===== config.mk =====
export PLATFORM = sky130hd
export DESIGN_NAME = neuron_mac_ctrl_flat
export DESIGN_NICKNAME = d
export VERILOG_FILES = /design/src/rtl/neuron_mac_ctrl_if.sv /design/src/rtl/neuron_mac_ctrl.sv /design/src/flat_wrapper.sv
export SDC_FILE = /design/constraint.sdc
export NUM_CORES = 1
export LEC_CHECK = 0
export CAP_MARGIN = 20
export CORE_ASPECT_RATIO = 0.7
export CORE_MARGIN = 5
export CORE_UTILIZATION = 48
export DETAILED_ROUTE_END_ITERATION = 12
export PLACE_DENSITY = 0.95
export SLEW_MARGIN = 20
export SYNTH_ARGS = -nofsm -noshare
export SYNTH_HDL_FRONTEND = slang
export SYNTH_SLANG_ARGS = --single-unit

===== constraint.sdc =====
create_clock -name clk -period 9.64 [get_ports clk]
set_clock_uncertainty 0.1 [all_clocks]
set_input_delay 0.964 -clock clk [delete_from_list [all_inputs] [get_ports clk]]
set_output_delay 0.964 -clock clk [all_outputs]
set_load 0.02 [all_outputs]

===== src/rtl/neuron_mac_ctrl_if.sv =====
// Handshake and shared-ALU bundle between the neuron MAC controller and its environment.
// The master side is the environment (data source, result sink, combinational ALU).
interface neuron_mac_ctrl_if;
  logic        start;
  logic [31:0] bias;
  logic        in_valid;
  logic        in_ready;
  logic [31:0] x_in;
  logic [31:0] w_in;
  logic [3:0]  alu_op;
  logic [31:0] alu_op1;
  logic [31:0] alu_op2;
  logic [31:0] alu_result;
  logic        alu_ovf;
  logic        out_valid;
  logic        out_ready;
  logic [31:0] y_out;
  logic        ovf_out;
  logic        busy;

  modport master (
    output start, bias, in_valid, x_in, w_in, out_ready, alu_result, alu_ovf,
    input  in_ready, alu_op, alu_op1, alu_op2, out_valid, y_out, ovf_out, busy
  );

  modport slave (
    input  start, bias, in_valid, x_in, w_in, out_ready, alu_result, alu_ovf,
    output in_ready, alu_op, alu_op1, alu_op2, out_valid, y_out, ovf_out, busy
  );
endinterface


===== src/rtl/neuron_mac_ctrl.sv =====
// Dot-product controller: bias + sum(x*w) over N_INPUTS pairs, sequenced through a
// shared external combinational ALU (multiply, then accumulate) with a sticky overflow flag.
module neuron_mac_ctrl #(
  parameter int N_INPUTS = 4
) (
  input  logic             clk,
  input  logic             rst,
  neuron_mac_ctrl_if.slave bus
);

  localparam logic [3:0] OP_ADD  = 4'b0100;
  localparam logic [3:0] OP_MULT = 4'b0110;
  localparam logic [7:0] LAST    = 8'(N_INPUTS - 1);

  typedef enum logic [2:0] {IDLE, WAIT_IN, MUL, ADD, DONE} state_t;

  state_t      r_state;
  logic [31:0] r_acc;
  logic [31:0] r_prod;
  logic [31:0] r_x;
  logic [31:0] r_w;
  logic [7:0]  r_cnt;
  logic        r_ovfSticky;
  logic        r_inReady;
  logic        r_outValid;
  logic        r_busy;

  logic [3:0]  w_aluOp;
  logic [31:0] w_aluOp1;
  logic [31:0] w_aluOp2;

  // Handshake flags are set on the transition into their state, so none depends on a live input.
  always_ff @(posedge clk or posedge rst) begin
    if (rst) begin
      r_state     <= IDLE;
      r_acc       <= '0;
      r_prod      <= '0;
      r_x         <= '0;
      r_w         <= '0;
      r_cnt       <= '0;
      r_ovfSticky <= 1'b0;
      r_inReady   <= 1'b0;
      r_outValid  <= 1'b0;
      r_busy      <= 1'b0;
    end else begin
      case (r_state)
        IDLE: begin
          if (bus.start) begin
            r_acc       <= bus.bias;
            r_cnt       <= '0;
            r_ovfSticky <= 1'b0;
            r_inReady   <= 1'b1;
            r_busy      <= 1'b1;
            r_state     <= WAIT_IN;
          end
        end
        WAIT_IN: begin
          if (bus.in_valid && r_inReady) begin
            r_x       <= bus.x_in;
            r_w       <= bus.w_in;
            r_inReady <= 1'b0;
            r_state   <= MUL;
          end
        end
        MUL: begin
          r_prod      <= bus.alu_result;
          r_ovfSticky <= r_ovfSticky | bus.alu_ovf;
          r_state     <= ADD;
        end
        ADD: begin
          r_acc       <= bus.alu_result;
          r_ovfSticky <= r_ovfSticky | bus.alu_ovf;
          if (r_cnt == LAST) begin
            r_outValid <= 1'b1;
            r_state    <= DONE;
          end else begin
            r_cnt     <= r_cnt + 8'd1;
            r_inReady <= 1'b1;
            r_state   <= WAIT_IN;
          end
        end
        DONE: begin
          if (bus.out_ready) begin
            r_outValid <= 1'b0;
            r_busy     <= 1'b0;
            r_state    <= IDLE;
          end
        end
        default: begin
          r_inReady  <= 1'b0;
          r_outValid <= 1'b0;
          r_busy     <= 1'b0;
          r_state    <= IDLE;
        end
      endcase
    end
  end

  // The ALU is idled as an add of zeros whenever the controller is not using it.
  always_comb begin
    w_aluOp  = OP_ADD;
    w_aluOp1 = '0;
    w_aluOp2 = '0;
    case (r_state)
      MUL: begin
        w_aluOp  = OP_MULT;
        w_aluOp1 = r_x;
        w_aluOp2 = r_w;
      end
      ADD: begin
        w_aluOp1 = r_acc;
        w_aluOp2 = r_prod;
      end
      default: ;
    endcase
  end

  assign bus.alu_op    = w_aluOp;
  assign bus.alu_op1   = w_aluOp1;
  assign bus.alu_op2   = w_aluOp2;
  assign bus.in_ready  = r_inReady;
  assign bus.out_valid = r_outValid;
  assign bus.busy      = r_busy;
  assign bus.y_out     = r_acc;
  assign bus.ovf_out   = r_ovfSticky;

endmodule

===== src/flat_wrapper.sv =====
// flat-port wrapper written by rule: the top's interface ports become plain ports
module neuron_mac_ctrl_flat 
#(
  parameter int N_INPUTS = 4
)
  (clk, rst, bus_start, bus_bias, bus_in_valid, bus_x_in, bus_w_in, bus_out_ready, bus_alu_result, bus_alu_ovf, bus_in_ready, bus_alu_op, bus_alu_op1, bus_alu_op2, bus_out_valid, bus_y_out, bus_ovf_out, bus_busy);
  neuron_mac_ctrl_if bus_i ();
  input  logic clk;
  input  logic rst;
  input wire logic [$bits(bus_i.start)-1:0] bus_start;
  input wire logic [$bits(bus_i.bias)-1:0] bus_bias;
  input wire logic [$bits(bus_i.in_valid)-1:0] bus_in_valid;
  input wire logic [$bits(bus_i.x_in)-1:0] bus_x_in;
  input wire logic [$bits(bus_i.w_in)-1:0] bus_w_in;
  input wire logic [$bits(bus_i.out_ready)-1:0] bus_out_ready;
  input wire logic [$bits(bus_i.alu_result)-1:0] bus_alu_result;
  input wire logic [$bits(bus_i.alu_ovf)-1:0] bus_alu_ovf;
  output wire logic [$bits(bus_i.in_ready)-1:0] bus_in_ready;
  output wire logic [$bits(bus_i.alu_op)-1:0] bus_alu_op;
  output wire logic [$bits(bus_i.alu_op1)-1:0] bus_alu_op1;
  output wire logic [$bits(bus_i.alu_op2)-1:0] bus_alu_op2;
  output wire logic [$bits(bus_i.out_valid)-1:0] bus_out_valid;
  output wire logic [$bits(bus_i.y_out)-1:0] bus_y_out;
  output wire logic [$bits(bus_i.ovf_out)-1:0] bus_ovf_out;
  output wire logic [$bits(bus_i.busy)-1:0] bus_busy;
  assign bus_i.start = bus_start;
  assign bus_i.bias = bus_bias;
  assign bus_i.in_valid = bus_in_valid;
  assign bus_i.x_in = bus_x_in;
  assign bus_i.w_in = bus_w_in;
  assign bus_i.out_ready = bus_out_ready;
  assign bus_i.alu_result = bus_alu_result;
  assign bus_i.alu_ovf = bus_alu_ovf;
  assign bus_in_ready = bus_i.in_ready;
  assign bus_alu_op = bus_i.alu_op;
  assign bus_alu_op1 = bus_i.alu_op1;
  assign bus_alu_op2 = bus_i.alu_op2;
  assign bus_out_valid = bus_i.out_valid;
  assign bus_y_out = bus_i.y_out;
  assign bus_ovf_out = bus_i.ovf_out;
  assign bus_busy = bus_i.busy;
  neuron_mac_ctrl #(.N_INPUTS(N_INPUTS)) u_core (.clk(clk), .rst(rst), .bus(bus_i));
endmodule

flops_by_reg.png
Other sequential cells in the stronger gray, the rest of the logic in the fainter gray.
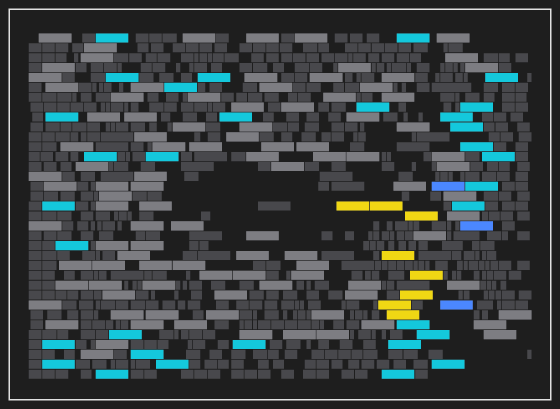
[cyan] u_core.r_x | placed flops: 32 | where: all over the die
[blue] u_core.r_state | placed flops: 3
[yellow] u_core.r_cnt | placed flops: 8
not colored: 100

layer_met1.png
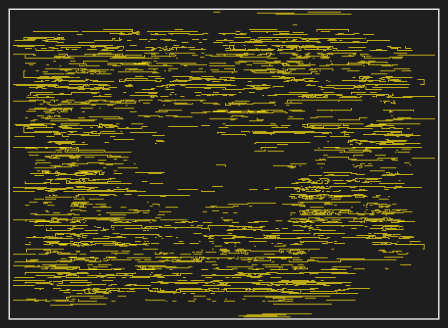
longest straight run: 46.0 um
nets with wire on the layer: 782
main direction: horizontal
wire length on this layer: 7,840 um
share of all routed wire: 41%
fraction of met1 tracks used by global routing: 31.40%
post-detailed-routing wire length: 19.35 mm
via count: 5,384

==> datasheet_impl.txt <==
Summary of implementation characteristics

Parameter                              Value

Clocking
  Total number of H-tree levels .................. 4
  Number of buffers added by the clock tree synthesis step .................. 17
  CTS tree .................. built
  CTS-repair resized insts .................. 0
  Insertion delay at the late pin of the worst-skew pair .................. about 400 ps

Place
  Post-Place Cells .................. slightly above 900
  Count of input and output buffers .................. between 200 and 250
  Worst-case setup slack after placement .................. 5425 ps
  Routability Congestion .................. roughly 0.88

Synth
  Primary FF master, synth .................. sky130_fd_sc_hd__dfrtp_1
  Area share, top type .................. 55.50%
  Synthesized area .................. 0.006447 sq mm
  Post-synthesis simple-gate area fraction .................. 9.043%
  Fa+ha+maj area frac .................. 0.1941%
  Synthesized-area fraction occupied by xor and xnor cells .................. 0%
  Yosys warning count .................. 0

Final timing
  Fmax .................. 0.2137 GHz
  Final Critical Period .................. 4679 ps

Layout
  Non-filler instance count after layout .................. 961
  Share of layout cells above drive strength 1 .................. between 10% and 20%
  Fraction of area in multi-input gates .................. 28.11%
  Storage element area .................. 0.003578 sq mm
  Combinational cell area excluding buffers and inverters .................. 0.002639 sq mm
  Clock buffers and inverters, area share .................. between 5 and 6%
  Layout fillers .................. between 800 and 900
  Count of multi-input gates .................. 361
  Commonest non-fill, non-tap cells in the layout .................. sky130_fd_sc_hd__clkdlybuf4s50_1 (234), sky130_fd_sc_hd__dfrtp_1 (143), sky130_fd_sc_hd__mux2_2 (91), sky130_fd_sc_hd__nand2_1 (74), sky130_fd_sc_hd__a22o_1 (64)

GRT
  Largest net degree at the start of global routing .................. 103
  Total congestion overflow .................. 0
  Number of global-route vias before repair .................. 5,791

Setup path
  WP depth .................. 5
  Critical path capture point .................. bus_alu_op1[23]
  Crit Reg-Reg Endpoint .................. u_core.r_prod[12]
  Number of buffer and inverter instances along the worst setup path .................. 2
  Classification of the worst setup path .................. flop to primary output

Floorplan
  Chip area .................. 0.01589 sq mm
  Fraction of the core area occupied by cells at floorplan .................. 48.91%

Power
  Total internal power .................. ~0.0020 W
  Biggest consumer .................. combinational cells
  Logic pwr share .................. 46.0%
  Proportion of power drawn by flip-flops and latches .................. between 30% and 40%
  Worst vdd rail ir drop .................. 0.2033 mV

Drt
  Wl on met1 .................. approximately 7.8 mm
  Highest routed layer .................. met4
  Number of nets still failing antenna checks after routing .................. 0
  Initial drt markers .................. 331

Hold path
  Worst-case hold path end point .................. u_core.r_x[8]

Outcome
  Status .................. finished, final reports clean
congestion.png
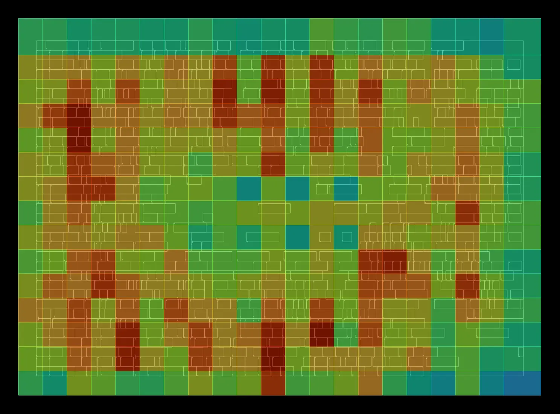
grt met3 use: 7.816%
average wire per standard cell: 20.13 um
utilization after layout: 71.22%
GR peak layer: met2

Power is estimated from default activity; no workload was simulated.
